==> config.mk <==
export PLATFORM = sky130hd
export DESIGN_NAME = car_sensor_conditioner
export DESIGN_NICKNAME = d
export VERILOG_FILES = /design/src/rtl/car_sensor_conditioner.sv
export SDC_FILE = /design/constraint.sdc
export NUM_CORES = 1
export LEC_CHECK = 0
export CAP_MARGIN = 10
export CORE_MARGIN = 3
export CORE_UTILIZATION = 26
export DETAILED_ROUTE_END_ITERATION = 16
export GPL_TIMING_DRIVEN = 0
export PLACE_DENSITY = 0.43
export SLEW_MARGIN = 20
export SYNTH_ARGS = -nofsm -noshare
export SYNTH_HDL_FRONTEND = slang
export SYNTH_SLANG_ARGS = --single-unit
==> constraint.sdc <==
create_clock -name clk -period 2.1 [get_ports clk]
set_clock_uncertainty 0.2 [all_clocks]
set_input_delay 0.525 -clock clk [delete_from_list [all_inputs] [get_ports clk]]
set_output_delay 0.525 -clock clk [all_outputs]
set_load 0.01 [all_outputs]
### The metal 2 layer, run 1

Cells faint in the background.
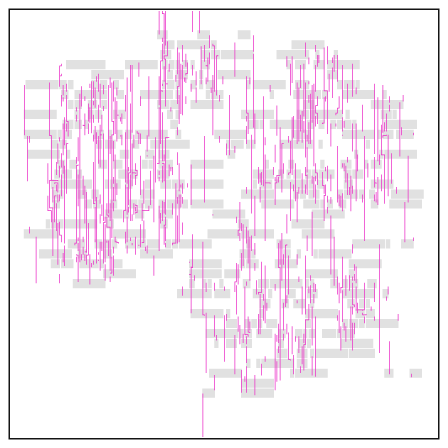
nets with wire on the layer: 289
wire length on this layer: 3440 µm
share of all routed wire: 45%
Via Count: 2657
global-route track usage on met2: 18.6%
total wirelength of the detailed-routed design: 7580 µm

### Signal wires by layer, run 1

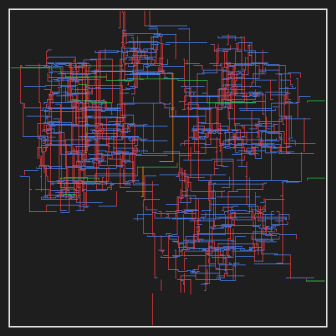
| color | layer | wire length |
|---|---|---|
| red | M2 | 3440 µm |
| orange | M4 | 68.7 µm |
| green | M3 | 270 µm |
| blue | M1 | 3800 µm |
average routed wire per standard cell: 14.7 µm
aggregate global-route resource usage: 12.5%

### Track usage over the die, run 1

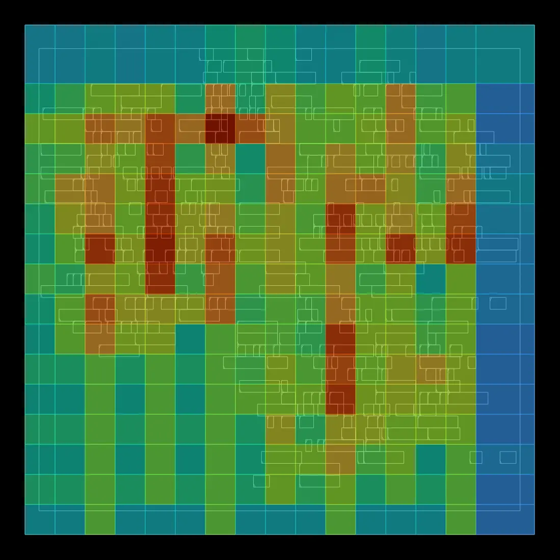
met3 Usage GRT: 4.68%
met1 track utilization from global routing: 16.6%
most heavily used metal layer in global routing: met2

### Routed clock nets over the placement, run 1

Scale bar: 20 µm.
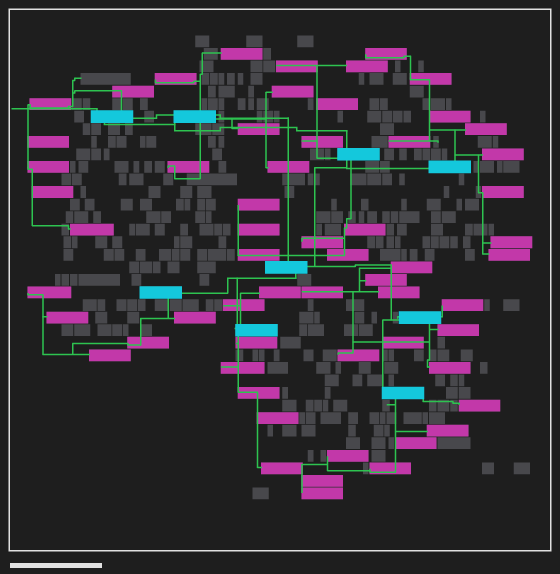
[green] clock wires | length: 964 µm
[magenta] flip-flops | count: 59
[cyan] clock-net drivers | count: 9
routed clock nets: 10
flops lie: all over the die
fraction of power consumed by the clock network: 52.7%
clock latency reported for the late side of the worst-skew pair: 0.33 ns
power of the clock network: 1.54 mW

==> flow_summary.yaml, run 1 <==
# flow metrics
status:
  status: "finished, final reports clean"
die:
  core_area_um2: 11700
  floorplan.die.width_um: 117
  chip_area_um2: 13700
  floorplan.tapcells: 143
  rows: 39
  die_height_um: 117
logic_synthesis:
  synthMuxAreaShare_pct: 1.29
  synthDominantAreaCellType: "sky130_fd_sc_hd__dfrtp_1"
  netlist_instances: 345
  fa_ha_area_share_pct: 1.96
  most_common_flop_cell_mapped_by_yosys: "sky130_fd_sc_hd__dfrtp_1"
  number_of_synthesized_flops_with_an_enable_pin: 0
  post_synth_ao_oa_area_fraction_pct: 11.1
  synth_area_um2: 3200
  synth-simple-area-share_pct: 29.7
  yosysChipArea_um2: 3200
  ys_sh_xor_pct: 6.30
  top_logic_kind: "simple AND/OR/NAND/NOR gates"
  synth.ff_latch_count: 59
pwr:
  share_of_power_burned_in_registers_pct: 41.4
  power.density_nw_per_um2: 754
  p_total_mw: 2.92
  peakVddDrop_mv: 0.484
  power.switching_fraction_pct: 22.1
  comb_power_share_pct: 5.9
  leakage_nw: 1.47
  power.internal_mw: 2.27
  net-switching-power_uw: 646
layout:
  register_area_um2: 1480
  multi_input_comb_cells: 257
  comb-cell-share_pct: 42.4
  num-nonclk-buffers: 28
  layout.cells.non_filler: 517
  final_layout_size_suffix_gt1_share_pct: 11.0
  synthToLayoutAreaGrowth_pct: 21.0
  nets: 380
  seq_cells: 59
  area_share_clock_buf_inv_pct: 8.02
critical_path:
  timing.critical_path.fanout_max: 6
  start_kind: "flop"
  worst-endpoint-required_ns: 2.15
  crit_path_end_kind: "flop"
  path_cells: "nand4_2, or3_4, or4_1, a21oi_1"
  max_stage_delay_ns: 0.50
  timing.critical_path.arrival_ns: 2.03
sta:
  fin_ws_ns: 0.121
  tns_ns: 0
  hold_ws_ns: 0.142
  tightest_slew_ns: 0.479
  grt_setup_unrepaired: "false"
  final_hold_violating_endpoints: 0
  achievable-frequency_ghz: 0.505
  min_period_ns: 1.98
place:
  post-place-ws_ns: -0.750
  numPlacedInstances: 498
cts:
  cts_tree: "built"
  clock-root-buffer: "sky130_fd_sc_hd__clkbuf_16"
  htree_levels: 3
  cts_buffers: 9
hold_path:
  whs_path_depth: 0
global_routing:
  first_global_vias: 2665
  antenna_violations_before_repair: 0
  global_route.overflow_total: 0
  wire_length_of_the_first_global_routing_pass_um: 13400
flow_run:
  openroad.warnings: 28
[run 1: cells in the final DEF, fill, tap and decap left out, drive strengths merged, types with 3 or more instances in the layout]
| cell | netlist | final |
|---|---|---|
| or4 | 5 | 5 |
| nor4bb | 3 | 3 |
| inv | 14 | 14 |
| nand3 | 31 | 31 |
| nor3 | 9 | 9 |
| and2 | 3 | 3 |
| xnor2 | 8 | 8 |
| a32oi | 5 | 5 |
| o22ai | 3 | 3 |
| clkdlybuf4s50 | 0 | 5 |
| and3 | 5 | 5 |
| xor2 | 15 | 15 |
| nor4 | 9 | 9 |
| mux2i | 3 | 3 |
| dfrtp | 59 | 59 |
| o211ai | 3 | 3 |
| a31oi | 10 | 10 |
| buf | 2 | 9 |
| clkbuf | 13 | 21 |
| nand2 | 26 | 26 |
| or3 | 7 | 7 |
| nand2b | 3 | 3 |
| nor2 | 28 | 28 |
| and4 | 8 | 8 |
| a21oi | 12 | 12 |
| dlygate4sd2 | 0 | 3 |
| ha | 5 | 5 |
| nand4 | 20 | 20 |
| nand3b | 3 | 3 |
| o21ai | 11 | 11 |
[run 1: routing by layer]
layer  routed length (µm)  global-route usage, %  vias to the layer above
met4                   68                   4.28                        0
met1                 3800                   16.6                     1285
met3                  270                   4.68                        6
li1                     -                      -                     1331
met5                    0                      0                        -
met2                 3440                   18.6                       35
[run 1: what timing repair did]
action | CTS | global route
endpoints found under the hold margin | 22 | 0
endpoints found under the setup margin | 31 | 32
hold buffers | 1 | 0
buffers inserted | 3 | 0
pin swaps | 0 | 1
gates resized | 16 | 10
[run 1: critical path, delay by kind of cell, from the launching register on]
family | cells | cell delay [ns]
AND-OR/OR-AND | 1 | 0.14
flip-flops | 1 | 0.43
AND/OR/NAND/NOR | 3 | 1.13
### M3 wires, run 1

Scale bar: 20 µm. Cells faint in the background.
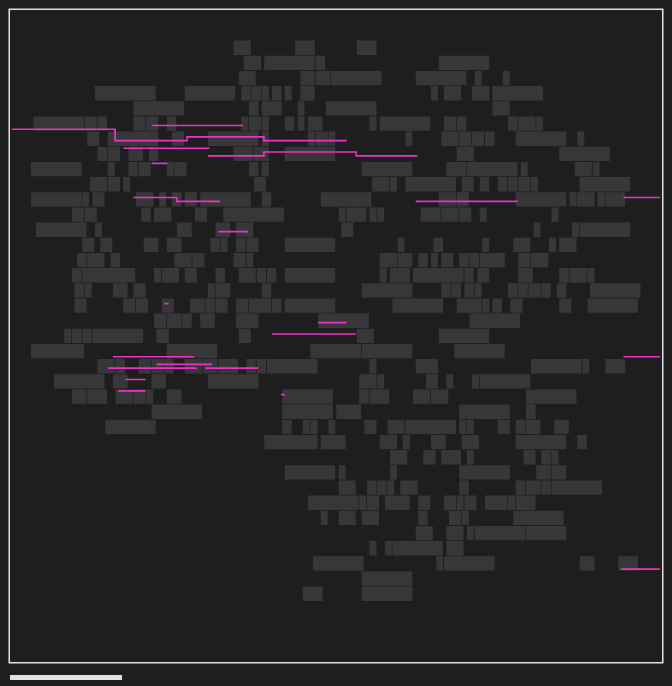

## Run 2: what changed since run 1
- GPL_TIMING_DRIVEN: 0 -> default
- RECOVER_POWER: default -> 25
### M3 wires, run 2

Scale bar: 20 µm. Cells faint in the background.
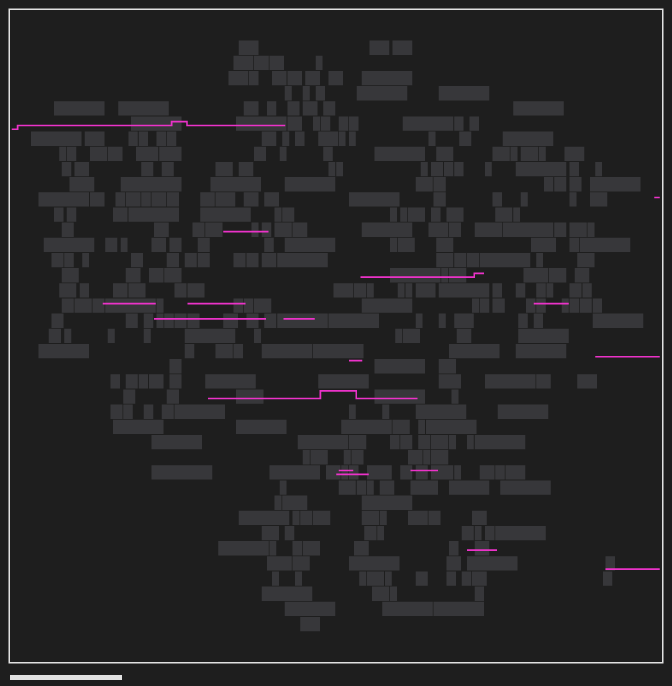
share of all routed wire: 2.9%
longest straight run: 27.6 µm
nets with wire on the layer: 14
main direction: horizontal
met3 Usage GRT: 3.91%
Via Count: 2673
total wirelength of the detailed-routed design: 7360 µm

### Routed clock nets over the placement, run 2

Scale bar: 20 µm.
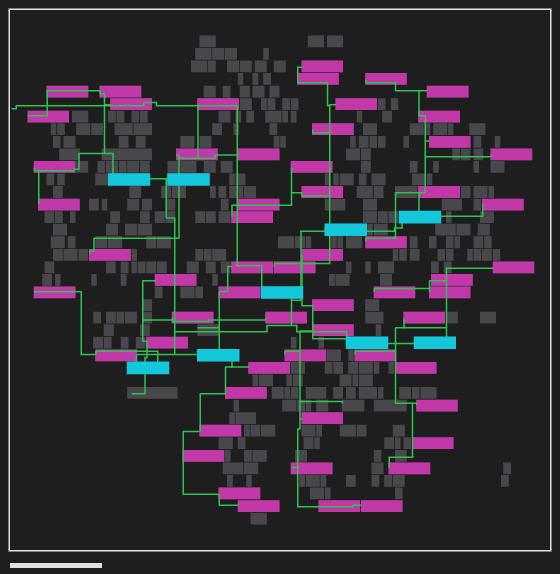
[green] clock wires | length: 1030 µm
[cyan] clock-net drivers | count: 9
[magenta] flip-flops | count: 59
routed clock nets: 10
flops lie: all over the die
power of the clock network: 1.66 mW
fraction of power consumed by the clock network: 54.6%

==> flow_summary.yaml, run 2 <==
# flow metrics
cts:
  clock-root-buffer: "sky130_fd_sc_hd__clkbuf_16"
  ctsHoldBuffers: 0
  postCtsSetupRepairBufs: 0
  clkLatencyLatePin_ns: 0.32
  htree_levels: 3
  clkTransAtPathRegs_ns: 0.05
  ctsResizeCount: 0
critical_path:
  path_cells: "ha_1, nand3_1, or2_2, or4_1, a21oi_1"
  timing.critical_path.arrival_ns: 2.00
  worst-endpoint-required_ns: 2.15
  timing.critical_path.fanout_max: 6
  max_stage_delay_ns: 0.47
  cp_num_buf_inv: 0
  start_kind: "flop"
  crit_path_end_kind: "flop"
  worst_path_dominant_cell_family: "simple AND/OR/NAND/NOR gates"
  crit_cells: 5
layout:
  most_frequent_logic_cell_in_the_layout: "sky130_fd_sc_hd__dfrtp_1"
  layout.cells.non_filler: 521
  nets: 384
  final_area_um2: 3930
  n_fill_cell: 1202
  synthToLayoutAreaGrowth_pct: 22.8
  final_layout_size_suffix_gt1_share_pct: 12.4
  register_area_um2: 1480
global_routing:
  busiest_layer: "met2"
  global_route.overflow_total: 0
  antenna_violations_before_repair: 0
  grt_use_met2_pct: 18.5
  first_global_vias: 2576
  wire_length_of_the_first_global_routing_pass_um: 12900
die:
  core_area_um2: 11700
  rows: 39
  chip_area_um2: 13700
  floorplan.die.width_um: 117
  die_height_um: 117
hold_path:
  whs_path_depth: 0
pwr:
  power.density_nw_per_um2: 776
  p_total_mw: 3.05
  power.switching_fraction_pct: 21.7
  peakVddDrop_mv: 0.376
  power.internal_mw: 2.39
  leakage_nw: 1.54
  share_of_power_burned_in_registers_pct: 39.3
  net-switching-power_uw: 661
  comb_power_share_pct: 6.1
logic_synthesis:
  most_common_flop_cell_mapped_by_yosys: "sky130_fd_sc_hd__dfrtp_1"
  synth.ff_latch_count: 59
  postSynthNetCount: 356
  netlist_instances: 345
  synthDominantAreaCellType: "sky130_fd_sc_hd__dfrtp_1"
  yosysChipArea_um2: 3200
  number_of_synthesized_flops_with_an_enable_pin: 0
  synth_area_um2: 3200
flow_run:
  timing.max_cap.violations: 0
  openroad.warnings: 28
status:
  status: "finished, final reports clean"
sta:
  tns_ns: 0
  min_period_ns: 1.95
  hold_ws_ns: 0.149
  tightest_slew_ns: 1.37
  achievable-frequency_ghz: 0.512
  grt_setup_unrepaired: "false"
  final_hold_violating_endpoints: 0
place:
  dpl-instance-area_um2: 3600
  numPlacedInstances: 505
detailed_routing:
  post-route-drc-count: 0
### Track usage over the die, run 2

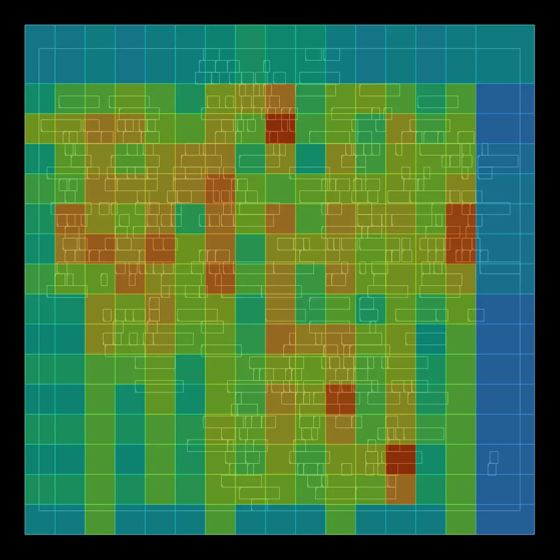
share of the core filled with cells in the final layout: 33.5%
aggregate global-route resource usage: 11.8%
met1 track utilization from global routing: 15.9%
average routed wire per standard cell: 14.1 µm

==> run 2: power groups by stage <==
stage                     registers (mW)  clock network (mW)  logic, mW
after global routing                1.20                1.78      0.212
final                               1.20                1.66      0.187
after CTS                           1.20                1.72      0.196
after detailed placement            1.22                   0      0.195
after global placement              1.22                   0      0.195
after floorplan                     1.22                   0     0.0916
==> run 2: logic make-up (layout without fill, tap and decap cells) <==
kind of cell,after synthesis,in the layout,synth area share [%]
AOI/OAI and AO/OA,55,55,11.1
xor gates and xnor gates,23,23,6.30
adders and majority gates,5,5,1.96
buffers and inverters,29,62,3.44
DFF,59,59,46.1
muxes,4,4,1.29
and+or+nand+nor,170,170,29.7
==> run 2: cell type report <==
type	instances	area share, %
clock buffer	13	6.88
clock inverter	3	1.75
inverter	14	1.34
multi-input combinational	257	41.1
sequential	59	37.6
tap	143	4.56
timing repair buffer	32	6.82
==> run 2: worst reg2reg max path, cell delays in order, from the launching register on <==
cell and delay, ns:
sky130_fd_sc_hd__dfrtp_1 0.42, sky130_fd_sc_hd__ha_1 0.21, sky130_fd_sc_hd__nand3_1 0.10, sky130_fd_sc_hd__or2_2 0.34, sky130_fd_sc_hd__or4_1 0.47, sky130_fd_sc_hd__a21oi_1 0.15
==> run 2: metrics by stage <==
| step | util (%) | setup slack, ns |
|---|---|---|
| detailed placement | 30.8 | -0.0795 |
| finish | 33.5 | 0.147 |
| floorplan | - | 0.161 |
| global placement | 30.8 | -0.0350 |
| global route | 33.5 | 0.0115 |
| CTS | 33.7 | 0.121 |
==> run 2: per-layer routing <==
metal  routed length, µm  vias up
met1                3650     1296
li1                    -     1341
met4                  49        0
met5                   0        -
met2                3440       32
met3                 212        4
No activity file was given, so power comes from the tool's default toggle rates.
